--- config.mk ---
export PLATFORM = sky130hd
export DESIGN_NAME = dtack_generator_flat
export DESIGN_NICKNAME = d
export VERILOG_FILES = /design/src/rtl/dtack_generator_if.sv /design/src/rtl/dtack_generator.sv /design/src/flat_wrapper.sv
export SDC_FILE = /design/constraint.sdc
export NUM_CORES = 1
export LEC_CHECK = 0
export CORE_MARGIN = 10
export CORE_UTILIZATION = 40
export CTS_CLUSTER_DIAMETER = 120
export DETAILED_ROUTE_END_ITERATION = 8
export PLACE_DENSITY = 0.64
export SYNTH_ARGS = -nofsm -noshare
export SYNTH_HDL_FRONTEND = slang
export SYNTH_SLANG_ARGS = --single-unit
--- constraint.sdc ---
create_clock -name Clk -period 6.4 [get_ports Clk]
set_clock_uncertainty 0.05 [all_clocks]
set_input_delay 1.6 -clock Clk [delete_from_list [all_inputs] [get_ports Clk]]
set_output_delay 1.6 -clock Clk [all_outputs]
set_load 0.01 [all_outputs]
--- src/rtl/dtack_generator_if.sv ---
// 68k local-bus signals between the CPU/decoder side and the DTACK responder.
interface dtack_generator_if;
  logic AS_L;
  logic UDS_L;
  logic LDS_L;
  logic OnChipRomSelect_H;
  logic OnChipRamSelect_H;
  logic IOSelect_H;
  logic CanBusSelect_H;
  logic DramSelect_H;
  logic DramDtack_L;
  logic CanDtack_L;
  logic Dtack_L;
  logic BErr_L;
  logic Timeout_H;

  // CPU, decoder and external slaves
  modport master (
    output AS_L, UDS_L, LDS_L,
    output OnChipRomSelect_H, OnChipRamSelect_H, IOSelect_H, CanBusSelect_H, DramSelect_H,
    output DramDtack_L, CanDtack_L,
    input  Dtack_L, BErr_L, Timeout_H
  );

  // Bus-cycle responder
  modport slave (
    input  AS_L, UDS_L, LDS_L,
    input  OnChipRomSelect_H, OnChipRamSelect_H, IOSelect_H, CanBusSelect_H, DramSelect_H,
    input  DramDtack_L, CanDtack_L,
    output Dtack_L, BErr_L, Timeout_H
  );
endinterface

--- src/rtl/dtack_generator.sv ---
// Bus-cycle terminator: fixed wait states for on-chip regions, slave DTACK
// pass-through for CAN/DRAM, bus error on timeout.
module dtack_generator #(
  parameter int unsigned ROM_WAIT = 1,
  parameter int unsigned RAM_WAIT = 1,
  parameter int unsigned IO_WAIT  = 2,
  parameter int unsigned TIMEOUT  = 255,
  parameter int unsigned CNT_W    = 8
) (
  input logic              Clk,
  input logic              Reset_H,
  dtack_generator_if.slave bus
);

  localparam int unsigned EW = CNT_W + 1;

  typedef enum logic [1:0] {
    ST_IDLE = 2'd0,
    ST_WAIT = 2'd1,
    ST_ACK  = 2'd2,
    ST_BERR = 2'd3
  } state_e;

  typedef enum logic [2:0] {
    REG_NONE = 3'd0,
    REG_ROM  = 3'd1,
    REG_RAM  = 3'd2,
    REG_IO   = 3'd3,
    REG_CAN  = 3'd4,
    REG_DRAM = 3'd5
  } region_e;

  state_e           state_q, state_d;
  region_e          region_q, region_d;
  logic [CNT_W-1:0] cnt_q, cnt_d;
  logic             dtack_l_q, berr_l_q, timeout_q;
  logic             timeout_d;

  logic             cycle_start_c;
  region_e          sel_region_c;
  logic             sel_zero_wait_c;
  logic [EW-1:0]    elapsed_c;
  logic             ack_now_c;

  // A cycle begins when the address strobe and at least one data strobe are low
  assign cycle_start_c = !bus.AS_L && (!bus.UDS_L || !bus.LDS_L);

  // Wait edges seen so far including the current one
  assign elapsed_c = EW'(cnt_q) + EW'(1);

  // Fixed-priority region decode; RAM beats DRAM where the two overlap
  always_comb begin
    sel_region_c = REG_NONE;
    if (bus.OnChipRomSelect_H)      sel_region_c = REG_ROM;
    else if (bus.OnChipRamSelect_H) sel_region_c = REG_RAM;
    else if (bus.IOSelect_H)        sel_region_c = REG_IO;
    else if (bus.CanBusSelect_H)    sel_region_c = REG_CAN;
    else if (bus.DramSelect_H)      sel_region_c = REG_DRAM;
  end

  // Internal regions configured with no wait states acknowledge straight from IDLE
  always_comb begin
    sel_zero_wait_c = 1'b0;
    unique case (sel_region_c)
      REG_ROM: sel_zero_wait_c = (ROM_WAIT == 0);
      REG_RAM: sel_zero_wait_c = (RAM_WAIT == 0);
      REG_IO:  sel_zero_wait_c = (IO_WAIT == 0);
      default: sel_zero_wait_c = 1'b0;
    endcase
  end

  // Termination condition for the latched region on this edge
  always_comb begin
    ack_now_c = 1'b0;
    unique case (region_q)
      REG_ROM:  ack_now_c = (elapsed_c >= EW'(ROM_WAIT));
      REG_RAM:  ack_now_c = (elapsed_c >= EW'(RAM_WAIT));
      REG_IO:   ack_now_c = (elapsed_c >= EW'(IO_WAIT));
      REG_CAN:  ack_now_c = !bus.CanDtack_L;
      REG_DRAM: ack_now_c = !bus.DramDtack_L;
      default:  ack_now_c = 1'b0;
    endcase
  end

  // Next-state logic; slave DTACK takes precedence over a coincident timeout
  always_comb begin
    state_d   = state_q;
    region_d  = region_q;
    cnt_d     = cnt_q;
    timeout_d = 1'b0;
    unique case (state_q)
      ST_IDLE: begin
        cnt_d = '0;
        if (cycle_start_c) begin
          region_d = sel_region_c;
          state_d  = sel_zero_wait_c ? ST_ACK : ST_WAIT;
        end
      end
      ST_WAIT: begin
        if (bus.AS_L) begin
          state_d  = ST_IDLE;
          region_d = REG_NONE;
          cnt_d    = '0;
        end else if (ack_now_c) begin
          state_d = ST_ACK;
        end else if (elapsed_c >= EW'(TIMEOUT)) begin
          state_d   = ST_BERR;
          timeout_d = 1'b1;
        end else if (cnt_q != '1) begin
          cnt_d = cnt_q + CNT_W'(1);
        end
      end
      ST_ACK, ST_BERR: begin
        if (bus.AS_L) begin
          state_d  = ST_IDLE;
          region_d = REG_NONE;
          cnt_d    = '0;
        end
      end
      default: state_d = ST_IDLE;
    endcase
  end

  // State, counter and registered outputs
  always_ff @(posedge Clk or posedge Reset_H) begin
    if (Reset_H) begin
      state_q   <= ST_IDLE;
      region_q  <= REG_NONE;
      cnt_q     <= '0;
      dtack_l_q <= 1'b1;
      berr_l_q  <= 1'b1;
      timeout_q <= 1'b0;
    end else begin
      state_q   <= state_d;
      region_q  <= region_d;
      cnt_q     <= cnt_d;
      dtack_l_q <= (state_d != ST_ACK);
      berr_l_q  <= (state_d != ST_BERR);
      timeout_q <= timeout_d;
    end
  end

  assign bus.Dtack_L   = dtack_l_q;
  assign bus.BErr_L    = berr_l_q;
  assign bus.Timeout_H = timeout_q;

endmodule

--- src/flat_wrapper.sv ---
// flat-port wrapper written by rule: the top's interface ports become plain ports
module dtack_generator_flat 
#(
  parameter int unsigned ROM_WAIT = 1,
  parameter int unsigned RAM_WAIT = 1,
  parameter int unsigned IO_WAIT  = 2,
  parameter int unsigned TIMEOUT  = 255,
  parameter int unsigned CNT_W    = 8
)
  (Clk, Reset_H, bus_AS_L, bus_UDS_L, bus_LDS_L, bus_OnChipRomSelect_H, bus_OnChipRamSelect_H, bus_IOSelect_H, bus_CanBusSelect_H, bus_DramSelect_H, bus_DramDtack_L, bus_CanDtack_L, bus_Dtack_L, bus_BErr_L, bus_Timeout_H);
  dtack_generator_if bus_i ();
  input logic Clk;
  input logic Reset_H;
  input wire logic [$bits(bus_i.AS_L)-1:0] bus_AS_L;
  input wire logic [$bits(bus_i.UDS_L)-1:0] bus_UDS_L;
  input wire logic [$bits(bus_i.LDS_L)-1:0] bus_LDS_L;
  input wire logic [$bits(bus_i.OnChipRomSelect_H)-1:0] bus_OnChipRomSelect_H;
  input wire logic [$bits(bus_i.OnChipRamSelect_H)-1:0] bus_OnChipRamSelect_H;
  input wire logic [$bits(bus_i.IOSelect_H)-1:0] bus_IOSelect_H;
  input wire logic [$bits(bus_i.CanBusSelect_H)-1:0] bus_CanBusSelect_H;
  input wire logic [$bits(bus_i.DramSelect_H)-1:0] bus_DramSelect_H;
  input wire logic [$bits(bus_i.DramDtack_L)-1:0] bus_DramDtack_L;
  input wire logic [$bits(bus_i.CanDtack_L)-1:0] bus_CanDtack_L;
  output wire logic [$bits(bus_i.Dtack_L)-1:0] bus_Dtack_L;
  output wire logic [$bits(bus_i.BErr_L)-1:0] bus_BErr_L;
  output wire logic [$bits(bus_i.Timeout_H)-1:0] bus_Timeout_H;
  assign bus_i.AS_L = bus_AS_L;
  assign bus_i.UDS_L = bus_UDS_L;
  assign bus_i.LDS_L = bus_LDS_L;
  assign bus_i.OnChipRomSelect_H = bus_OnChipRomSelect_H;
  assign bus_i.OnChipRamSelect_H = bus_OnChipRamSelect_H;
  assign bus_i.IOSelect_H = bus_IOSelect_H;
  assign bus_i.CanBusSelect_H = bus_CanBusSelect_H;
  assign bus_i.DramSelect_H = bus_DramSelect_H;
  assign bus_i.DramDtack_L = bus_DramDtack_L;
  assign bus_i.CanDtack_L = bus_CanDtack_L;
  assign bus_Dtack_L = bus_i.Dtack_L;
  assign bus_BErr_L = bus_i.BErr_L;
  assign bus_Timeout_H = bus_i.Timeout_H;
  dtack_generator #(.ROM_WAIT(ROM_WAIT), .RAM_WAIT(RAM_WAIT), .IO_WAIT(IO_WAIT), .TIMEOUT(TIMEOUT), .CNT_W(CNT_W)) u_core (.Clk(Clk), .Reset_H(Reset_H), .bus(bus_i));
endmodule
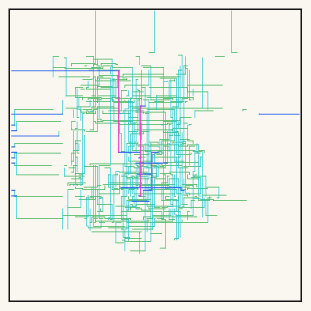
**Above:** metal layers overlaid.
Drawn at 4 px/micron.
[met2] cyan | wire length: 1300 microns
[met3] blue | wire length: 110 microns
[met1] green | wire length: 1260 microns
[met4] magenta | wire length: 52.4 microns
DR WL/cell: 16.2 microns
WL final: 2.72 mm
Total GRT Usage: 0.104
vias: 1010

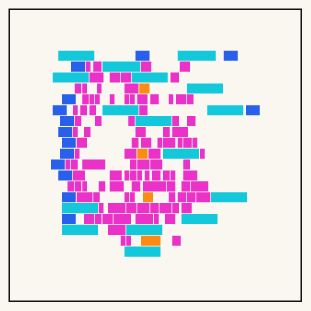
**Above:** cell classes on the final placement.
Drawn at 4 px/micron.
[all other logic] magenta | cells: 103 | share of their area: 53%
[other buffers and delay cells] blue | cells: 14 | share of their area: 11%
[clock drivers and dummy loads] orange | cells: 4 | share of their area: 2.9%
[flip-flops] cyan | cells: 16 | share of their area: 32%
final instance area: 1280 sq um
flop share of the area: 0.314
site row count: 19

==> results.cfg <==
; implementation run metrics
[route]
drc = 0

[yosys]
syn_nets = 140
ys_cells = 124
synth.distinct_cells = 47
synth-simple-area-share = 0.203
synth-compound-area-share = 0.282
area_leaders = dfrtp_1, o21ai_0, dfstp_2

[cells_and_area]
final_layout_size_suffix_gt1_frac = 0.109
fin_util = 0.473
logic_area_sq_um = 634
reg_top3 = u_core.cnt_q (8), u_core.region_q (3), u_core.state_q (2)
fin_nets = 154
num-nonclk-inverters = 8
final_cell_mix = clkdlybuf4s50_1, dfrtp_1, o21ai_0, nand2_1, nor2_1
sh_comb_area = 0.495

[setup_path]
r2r_cells = 7
crit_path_end = u_core.cnt_q[3]
setup.worst_path.start = bus_DramDtack_L
crit_buf_inv = 1
arrival_ns = 3.49
ff2ff_setup_slack_ns = 3.75

[pwr]
powerDensity_nw_per_um2 = 309
power.group.top = combinational logic
p_comb_w = 0.000171
ir_drop_v = 0.000211

[timing]
finalCritPeriodShare = 0.521
tightest_slew_ns = 0.769
hold_viol = 0
tns_ns = 0
rsz0062_at_grt = false
setup_ws_ns = 3.07

[floorplan]
fp.dieH_microns = 72.6
io_pins = 15
dieArea_sq_um = 5280

[hold_path]
hold_end = u_core.cnt_q[6]

[place]
place_ws_ns = 2.77
place_area_sq_um = 1250
gp_congestion = 0.902

[grt]
use_met2 = 0.174
grt.overflow.total = 0

[cts]
cts_buffers = 3
postCtsSetupRepairBufs = 0
clockBufferDepth = 2
path_clk_slew_ns = 0.11
htreeDepth = 1
cts.sinks = 16

[job]
timing.max_cap.violations = 0

[outcome]
outcome = finished clean
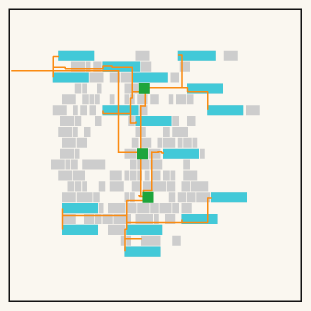
**Above:** clock wires, drivers and flops.
Drawn at 4 px/micron.
[clock wires] orange | length: 258 microns
[cells driving clock nets] green | count: 3
[flip-flops] cyan | count: 16
routed clock nets: 4
Clk power: 0.0000717 W
clk_lat worst skew: 0.30 ns
Clk pwr share: 0.181

Power and IR drop assume default switching activity.
